[src/rtl/scfifo_wc.sv]
// Single-clock FIFO with width conversion between write and read ports.
// Storage is lane-granular (lane = min width), so up- and down-sizing share one datapath.
module scfifo_wc #(
  parameter int DEPTH     = 16,
  parameter int I_WIDTH   = 32,
  parameter int O_WIDTH   = 8,
  parameter bit MSB_FIRST = 1'b1,
  parameter int AF_LEVEL  = DEPTH * ((I_WIDTH > O_WIDTH ? I_WIDTH : O_WIDTH) /
                                     (I_WIDTH < O_WIDTH ? I_WIDTH : O_WIDTH))
                          - ((I_WIDTH > O_WIDTH ? I_WIDTH : O_WIDTH) /
                             (I_WIDTH < O_WIDTH ? I_WIDTH : O_WIDTH)),
  parameter int AE_LEVEL  = (I_WIDTH > O_WIDTH ? I_WIDTH : O_WIDTH) /
                            (I_WIDTH < O_WIDTH ? I_WIDTH : O_WIDTH)
) (
  input  logic               clk,
  input  logic               rst_n,
  input  logic               i_fifo_clr,
  input  logic               i_wr_en,
  input  logic [I_WIDTH-1:0] i_din,
  input  logic               i_rd_en,
  output logic [O_WIDTH-1:0] o_dout,
  output logic               o_dout_valid,
  output logic               o_full,
  output logic               o_empty,
  output logic               o_almost_full,
  output logic               o_almost_empty,
  output logic [$clog2(DEPTH * ((I_WIDTH > O_WIDTH ? I_WIDTH : O_WIDTH) /
                                (I_WIDTH < O_WIDTH ? I_WIDTH : O_WIDTH))):0] o_level,
  output logic               o_overflow,
  output logic               o_underflow
);

  localparam int WMAX = (I_WIDTH > O_WIDTH) ? I_WIDTH : O_WIDTH;
  localparam int G    = (I_WIDTH < O_WIDTH) ? I_WIDTH : O_WIDTH;
  localparam int R    = WMAX / G;
  localparam int L    = DEPTH * R;
  localparam int AW   = $clog2(L);
  localparam int LW   = AW + 1;
  localparam int IL   = I_WIDTH / G;
  localparam int OL   = O_WIDTH / G;

  localparam logic [LW-1:0] L_CAP = LW'(L);
  localparam logic [LW-1:0] IL_N  = LW'(IL);
  localparam logic [LW-1:0] OL_N  = LW'(OL);
  localparam logic [LW-1:0] AF_N  = LW'(AF_LEVEL);
  localparam logic [LW-1:0] AE_N  = LW'(AE_LEVEL);

  logic [G-1:0]       r_mem [L];
  logic [LW-1:0]      r_wptr;
  logic [LW-1:0]      r_rptr;
  logic [LW-1:0]      w_level;
  logic [LW-1:0]      w_free;
  logic               w_wr_ok;
  logic               w_rd_ok;
  logic [O_WIDTH-1:0] w_rd_word;

  // Pointers carry a wrap bit, so their difference is the occupancy directly.
  assign w_level = r_wptr - r_rptr;
  assign w_free  = L_CAP - w_level;
  assign w_wr_ok = i_wr_en && (w_free >= IL_N) && !i_fifo_clr;
  assign w_rd_ok = i_rd_en && (w_level >= OL_N) && !i_fifo_clr;

  assign o_level        = w_level;
  assign o_full         = (w_free < IL_N);
  assign o_empty        = (w_level < OL_N);
  assign o_almost_full  = (w_level >= AF_N);
  assign o_almost_empty = (w_level <= AE_N);

  always_ff @(posedge clk) begin
    if (w_wr_ok && rst_n) begin
      for (int k = 0; k < IL; k++) begin
        if (MSB_FIRST)
          r_mem[r_wptr[AW-1:0] + AW'(k)] <= i_din[I_WIDTH-1-k*G -: G];
        else
          r_mem[r_wptr[AW-1:0] + AW'(k)] <= i_din[k*G +: G];
      end
    end
  end

  // Read lanes are occupied and write lanes are free, so same-cycle access never overlaps.
  always_comb begin
    w_rd_word = '0;
    for (int k = 0; k < OL; k++) begin
      if (MSB_FIRST)
        w_rd_word[O_WIDTH-1-k*G -: G] = r_mem[r_rptr[AW-1:0] + AW'(k)];
      else
        w_rd_word[k*G +: G] = r_mem[r_rptr[AW-1:0] + AW'(k)];
    end
  end

  always_ff @(posedge clk) begin
    if (!rst_n) begin
      r_wptr       <= '0;
      r_rptr       <= '0;
      o_dout       <= '0;
      o_dout_valid <= 1'b0;
      o_overflow   <= 1'b0;
      o_underflow  <= 1'b0;
    end else if (i_fifo_clr) begin
      r_wptr       <= '0;
      r_rptr       <= '0;
      o_dout_valid <= 1'b0;
      o_overflow   <= 1'b0;
      o_underflow  <= 1'b0;
    end else begin
      if (w_wr_ok) r_wptr <= r_wptr + IL_N;
      if (w_rd_ok) begin
        r_rptr <= r_rptr + OL_N;
        o_dout <= w_rd_word;
      end
      o_dout_valid <= w_rd_ok;
      o_overflow   <= i_wr_en && !w_wr_ok;
      o_underflow  <= i_rd_en && !w_rd_ok;
    end
  end

endmodule

[config.mk]
export PLATFORM = sky130hd
export DESIGN_NAME = scfifo_wc
export DESIGN_NICKNAME = d
export VERILOG_FILES = /design/src/rtl/scfifo_wc.sv
export SDC_FILE = /design/constraint.sdc
export NUM_CORES = 1
export LEC_CHECK = 0
export ABC_AREA = 1
export ABC_CLOCK_PERIOD_IN_PS = 5450
export CAP_MARGIN = 20
export CORE_ASPECT_RATIO = 0.75
export CORE_MARGIN = 2
export CORE_UTILIZATION = 50
export CTS_CLUSTER_SIZE = 25
export DETAILED_ROUTE_END_ITERATION = 10
export PLACE_DENSITY = 0.67
export SLEW_MARGIN = 20
export SYNTH_ARGS = -nofsm -noshare
export SYNTH_HDL_FRONTEND = slang
export SYNTH_SLANG_ARGS = --single-unit
[constraint.sdc]
create_clock -name clk -period 5.45 [get_ports clk]
set_clock_uncertainty 0.15 [all_clocks]
set_input_delay 0.545 -clock clk [delete_from_list [all_inputs] [get_ports clk]]
set_output_delay 0.545 -clock clk [all_outputs]
set_load 0.02 [all_outputs]
run_1/power_grid.png
The bar under the picture is 50 µm long. Pins as bars on the die edge.
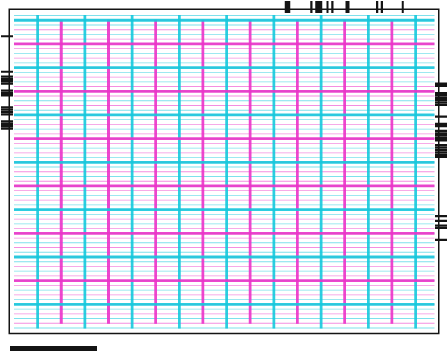
- magenta: VDD
- cyan: VSS
- met1 rails: 67
- rows: 66
- met4 straps: 17
- met5 straps: 13
VDD IR-drop max: 0.254 mV
chip width: 246 µm
Core Area: 43400 µm²
Die Height: 185 µm

run_1/placement_by_type.png
The bar under the picture is 50 µm long.
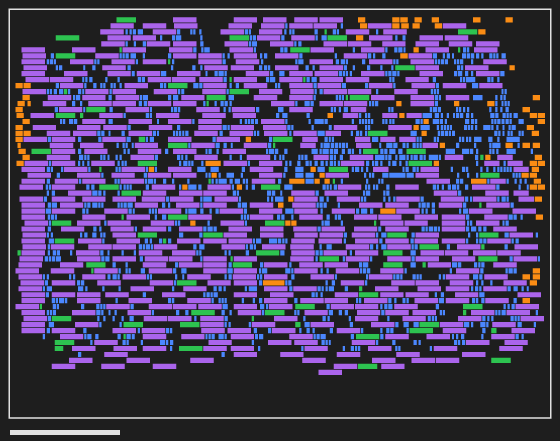
- purple: sequential cells (cells 535; share of their area 66%)
- orange: remaining buffers and delay cells (cells 89; share of their area 3.6%)
- green: clock drivers and dummy loads (cells 92; share of their area 6.9%)
- blue: combinational and other logic (cells 1196; share of their area 24%)

run_1/clk_routes.png
The bar under the picture is 50 µm long.
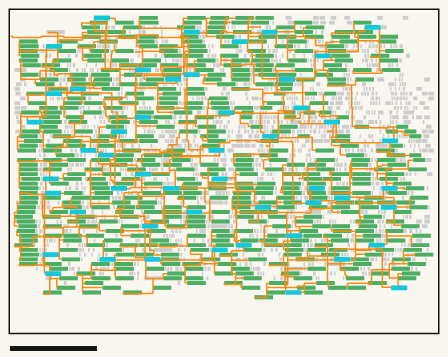
- cyan: clock drivers (count 50)
- green: flip-flops (count 535)
- orange: clock wires (length 5800 µm)
- flops lie: widely spread
- routed clock nets: 51
clock group share of total power: 0.405
clk latency late pin: 580 ps
clk pwr: 0.00356 W

run_1/wires.png
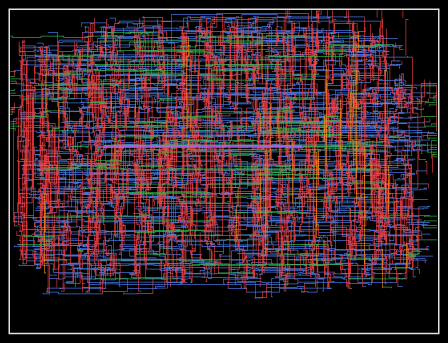
- purple: metal 5 (wire length 112 µm)
- green: metal 3 (wire length 6050 µm)
- red: metal 2 (wire length 25.4 mm)
- blue: metal 1 (wire length 25.0 mm)
- orange: metal 4 (wire length 1430 µm)
wire per inst: 23.3 µm
Total GRT Usage: 0.255
routed via count: 14.6k
Total Wirelength: 58000 µm

==> Changelog: implementation, run 1 <==
## Flow update

* Yosys chip area at 21900 µm²
* Filler Cells Inserted at between 3k and 4k
* Worst setup margin at 1020 ps
* # H-tree levels at 2
* Maximum Capacitance Violations at 0
* WP depth at 14
* Reg2reg setup slack at 1460 ps
* CTS Buf Count at 50
* I/O Buffers at 58
* CTS resizes at 0
* Layout cells sized above 1 at 0.0774
* Worst-path clk slew at 70 ps
* Slew Limit Fails at 0
* R2R depth at 15
* Io pins at 59
* First-pass GRT wire length at 85500 µm
* WP data arrival at 3730 ps
* Ys flops at 535
* Synth Warn # at 0
* CP bufs+invs at 5
* Post-DR vias/cell at between 5 and 6
* Slew @ Worst Pin at 1180 ps
* Vias in the first global route at about 14k
* Most frequent cells in the layout: edfxtp_1 (512), nor2_1 (346), o21ai_0 (249)
* Seq share, synth at 0.722
* Slowest-stage cell, CP: dfxtp_4
* FP Util at 0.506
* Largest net degree at the start of global routing at 227
* Async set-reset flop share out of synthesis at 0
* Hold-fix buffers, CTS at 0
* Detailed Place HPWL at 31200 µm
* Log Warnings at 36
* GRT overflow at 0
* CTS tree: yes
* Final Setup Violations at 0
* Post-synth cell types at 35
* Worst path cell trace: inv_2 > ha_1 > nor2_1 > inv_1 > nor2_2 > nand3_1 > nor2_1 > nand2_1 > nand2_1 > nor2_1 > nand2_1 > buf_4 > inv_1 > clkdlybuf4s50_1
* WS Path Type: flop to output port
* Post-route clock period utilization at 0.812
* FMAX at around 0.23 GHz
* DR pass1 iterations at 5
* TNS Setup at 0 ps
* Post-synth EDFFs at 512
* Post-route ant nets at 0
* Maximum clock path buffer count at 3
* Critical path endpoint: o_full
* Pwr Density at about 350 nW/µm²
* Critical Path Sink Type: output port
* Logic area at 5430 µm²
* Crit path from: r_rptr[1]
* R2r startpoint: r_rptr[1]
* Crit path max fanout at 47
* HP Class: input pin to flop
* Status: finished clean
* Post-synthesis cell count at 1844
* Initial DRC count at 2016
==> run 1: worst min-delay path by stage <==
stage,from,end,slack (ps),depth (start not counted)
2_1_floorplan,r_wptr[6],r_wptr[6],330,2
3_3_place_gp,r_rptr[6],r_rptr[6],350,2
3_5_place_dp,r_rptr[6],r_rptr[6],360,2
4_1_cts,i_din[27],r_mem[40][3],350,1
5_1_grt,i_din[16],r_mem[29][0],360,1
6_report,i_din[16],r_mem[29][0],350,1
==> run 1: cell usage after synthesis, types with 2 or more instances <==
cell / instances / area share
edfxtp_1: 512 / 0.70
nor2_1: 361 / 0.062
o21ai_0: 249 / 0.057
nand2_1: 237 / 0.041
nand3_1: 83 / 0.019
inv_1: 63 / 0.011
o211ai_1: 63 / 0.022
clkbuf_1: 56 / 0.0096
buf_2: 46 / 0.010
o22ai_1: 44 / 0.013
a21oi_1: 29 / 0.0066
dfxtp_1: 23 / 0.021
ha_1: 9 / 0.0051
o21ai_1: 7 / 0.0016
buf_4: 6 / 0.0021
nand4_1: 6 / 0.0017
xor2_1: 6 / 0.0024
buf_6: 5 / 0.0026
a31oi_1: 4 / 0.0011
nand2_2: 4 / 0.0011
nand3_2: 4 / 0.0018
nor3_1: 4 / 0.00091
or2_2: 4 / 0.0011
clkinv_1: 3 / 0.00051
inv_2: 3 / 0.00051
xnor2_1: 3 / 0.0012
nor2_2: 2 / 0.00057
==> run 1: cell families after synthesis <==
group | share of synthesized area
compound gates | 0.102
xor+xnor | 0.00359
fa+ha+maj | 0.00513
buf+inv | 0.0365
flops | 0.722
simple gates | 0.131
==> run 1: report_power, final <==
group / switching, W / internal [W]
Combinational: 0.000485 / 0.000201
Clock: 0.00151 / 0.00205
Sequential: 0.0000239 / 0.00452
Total: 0.00202 / 0.00677
==> run 1: layer usage <==
metal	part of all wire	up-vias	global-route usage
met5	0.0019	-	0.0185
met4	0.025	2	0.0727
met3	0.10	103	0.0530
met2	0.44	756	0.378
met1	0.43	7067	0.379
li1	-	6627	-
==> run 1: metrics by stage <==
step	cells	area [µm²]
finish	2491	24800
global route	2490	24800
CTS	2490	24800
detailed placement	2398	23100
global placement	2397	23100
floorplan	1844	21900
==> run 1: cell type report <==
type / count / share of cell area
Clock buffer: 58 / 0.0525
Inverter: 69 / 0.0106
Tap cell: 578 / 0.0292
Sequential cell: 535 / 0.639
Timing Repair Buffer: 89 / 0.0352
Multi-Input combinational cell: 1127 / 0.219
Clock inverter: 34 / 0.0145
Antenna cell: 1 / 0.000101
==> run 1: registers in the layout, indices dropped and copies added, names as in the netlist <==
register,count
r_mem,512
o_dout,8
r_rptr,7
r_wptr,5
o_dout_valid,1
o_overflow,1
o_underflow,1
==> inputs of run 2 (changes only) <==
- ABC_CLOCK_PERIOD_IN_PS: 5450 -> 4400
- clock period: 5.45 -> 4.4 ns (I/O delays scaled with it)
==> run 2 against run 1 <==
Compared with the run above:
- the run now ends with max-slew violations left
- critical path type unchanged
- sequential power rose by 23%
- sequential share of layout area decreased by 0.081 points
- via count is 1.0% lower
- global-route usage shrank 1.2 points
- combinational power is about 20% higher
- final area up 0.13%
- hold slack gained 1.8 ps
- first-iteration DRC count shrank 12%
- wire length down 4.9%
- cell count grew 0.24%
- register-to-register slack got worse by 870 ps
- highest routed layer is now met4
- total power grew 20%
==> Changelog: implementation, run 2 <==
## Flow update

* Status: finished with violations
* Violated checks: max-slew violations
* GRT overflow at 0
* VDD IR-drop max at 0.375 mV
* M2 GR Usage at 0.372
* RSZ-0062 raised after global routing: no
* Initial DRC count at 1767
* Max reg flops at about 500
* Most frequent cells in the layout: edfxtp_1 (512), nor2_1 (346), o21ai_0 (249)
* Log Warnings at 36
* Complex Gates by Area at 0.102
* Ys flops at around 540
* Post-route ant nets at 0
* Post-DR vias/cell at 5.77
* DR DRC count at 0
* Vias in the first global route at 13.6k
* Total Wirelength at 55200 µm
* WP data arrival at around 3400 ps
* Busiest grt layer: met2
* Mux area share at 0
* Pwr Density at 426 nW/µm²
* Layout cells sized above 1 at 0.0740
* First-pass GRT wire length at 83100 µm
* Maximum Capacitance Violations at 0
* FMAX at about 0.25 GHz
* Seq pwr share at 0.531
* CTS Buf Count at 50
* Slew @ Worst Pin at 1730 ps
* Most frequent logic cell in the layout: edfxtp_1
* Core Area at 43400 µm²
* HP Class: input pin to flop
* Worst-path clk slew at 70 ps
* Leak at 8.42 nW
* Area post-placement at 23300 µm²
* Io pins at approximately 59
* Top_reg_cell synth: edfxtp_1
* Switching part of the total at 0.230
* Post-synth cell types at 35
* Synth Area in XOR/XNOR at 0.00359
* Yosys chip area at 21900 µm²
* Clk latency late pin at 580 ps
* DR pass1 iterations at 5
* Area grow syn2layout at 13.2%
* Power share of the combinational group at 0.078
* Slew Limit Fails at 152
* Seq share, synth at 0.722
* Post-synth EDFFs at 512
* FP Util at 0.506
* Final Instance Area at 24800 µm²
* Largest area contributor in the netlist: edfxtp_1
* Hold-fix buffers, CTS at 0
* Maximum clock path buffer count at 3
* Detailed Place HPWL at around 28000 µm
* Post-synthesis cell count at ~1.8k
* Routed via count at 14.4k
* Clock group share of total power at 0.391
* CTS tree: yes
* WS Path Type: flop to output port
* Top cells by area: edfxtp_1 (70%), nor2_1 (6.2%), o21ai_0 (5.7%)
* Met3 usage at 0.0425
* TNS Setup at 0 ps
* Sw Pwr at 0.00243 W
* Post-route clock period utilization at 0.917
* Crit path max fanout at a little over 200
* # H-tree levels at 2
* Final Setup Violations at 0
* Reg2reg setup slack at 590 ps
* Area leader share at 0.701
* Simple-gate share of the synthesized area at 0.131
* Async set-reset flop share out of synthesis at 0
* Total GRT Usage at 0.243
* I/O Buffers at 58
* Die Height at 185 µm
* Chip width at 246 µm
* Largest net degree at the start of global routing at 241
* Commonest cells post-synth: edfxtp_1 (512), nor2_1 (361), o21ai_0 (249)
* Critical Path Sink Type: output port
* Dominant kind of combinational cell: simple AND/OR/NAND/NOR gates
* CTS resizes at 0
* Synth Warn # at 0
* Adders+Majority by Area at 0.00513
* Wire per inst at between 20 and 25 µm
* GR Util met1 at 0.359
* Pint at 0.00813 W
* Synth top cell by count: edfxtp_1
-- run 2: area by class of cell --
type / instances / area (µm²)
well taps: 578 / 723
clock buffers: 67 / 1320
multi-input cells: 1127 / 5440
fillers: 3536 / 18500
inverters: 69 / 264
clock inverters: 27 / 213
diodes: 1 / 2.50
repair buffers: 93 / 1030
flip-flops and latches: 535 / 15800
-- run 2: layer usage --
| layer | routed length, µm | vias up |
|---|---|---|
| met4 | 1310 | 0 |
| met3 | 4890 | 94 |
| met1 | 24100 | 7011 |
| met2 | 24900 | 662 |
| met5 | 0 | - |
| li1 | - | 6639 |
-- run 2: logic make-up (layout without fill, tap and decap cells) --
family | after synthesis | count (layout)
buf+inv | 182 | 256
fa+ha+maj | 9 | 9
xor+xnor | 9 | 9
flops | 535 | 535
compound gates | 400 | 400
simple gates | 709 | 709
other cells | 0 | 1
-- run 2: critical path, cell delays in order (launching register included) --
cell and delay (ps):
dfxtp_4 370, buf_12 630, nor2_2 60, nand2_1 130
nand2_1 70, nand2_1 90, nand2_2 90, nand2_1 70
nand2_1 50, nand2_1 50, nand2_1 50, nor2_1 100
nand2_1 270, inv_1 120, clkdlybuf4s50_1 600
-- run 2: power by group through the flow --
stage	Sequential, W	Combinational [W]	Clock [W]
floorplan	0.00573	0.000497	0
global placement	0.00572	0.000806	0
detailed placement	0.00572	0.000815	0
CTS	0.00561	0.000818	0.00418
global route	0.00561	0.000909	0.00438
finish	0.00561	0.000824	0.00413
-- run 2: worst paths after layout --
| kind | startpoint | end | depth (start not counted) |
|---|---|---|---|
| worst max-delay path | r_rptr[1] | o_full | 14 |
| worst min-delay path | i_wr_en | o_overflow | 3 |
| worst max register to register | r_rptr[1] | r_mem[39][2] | 14 |
| worst min register to register | o_dout[2] | o_dout[2] | 4 |
-- run 2: stage by stage --
step	hold slack [ps]	instances	total power, W	setup slack, ps
floorplan	326	1844	0.00623	75.7
global placement	342	2401	0.00653	698
detailed placement	359	2401	0.00654	664
CTS	342	2495	0.0106	400
global route	357	2497	0.0109	109
finish	355	2497	0.0106	365
run_2/power_grid.png
The bar under the picture is 50 µm long. Pins as bars on the die edge.
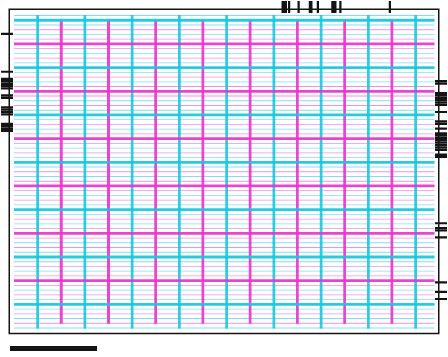
- magenta: VDD
- cyan: VSS
- met1 rails: 67
- met4 straps: 17
- signal pins: 59
- met5 straps: 13
- rows: 66

run_2/wires.png
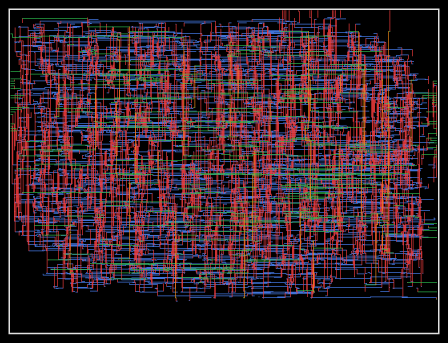
- blue: metal 1 (wire length 24.1 mm)
- orange: metal 4 (wire length 1310 µm)
- green: metal 3 (wire length 4890 µm)
- red: metal 2 (wire length 24.9 mm)

Power figures rest on the tool's default switching activity, not on a simulated workload.
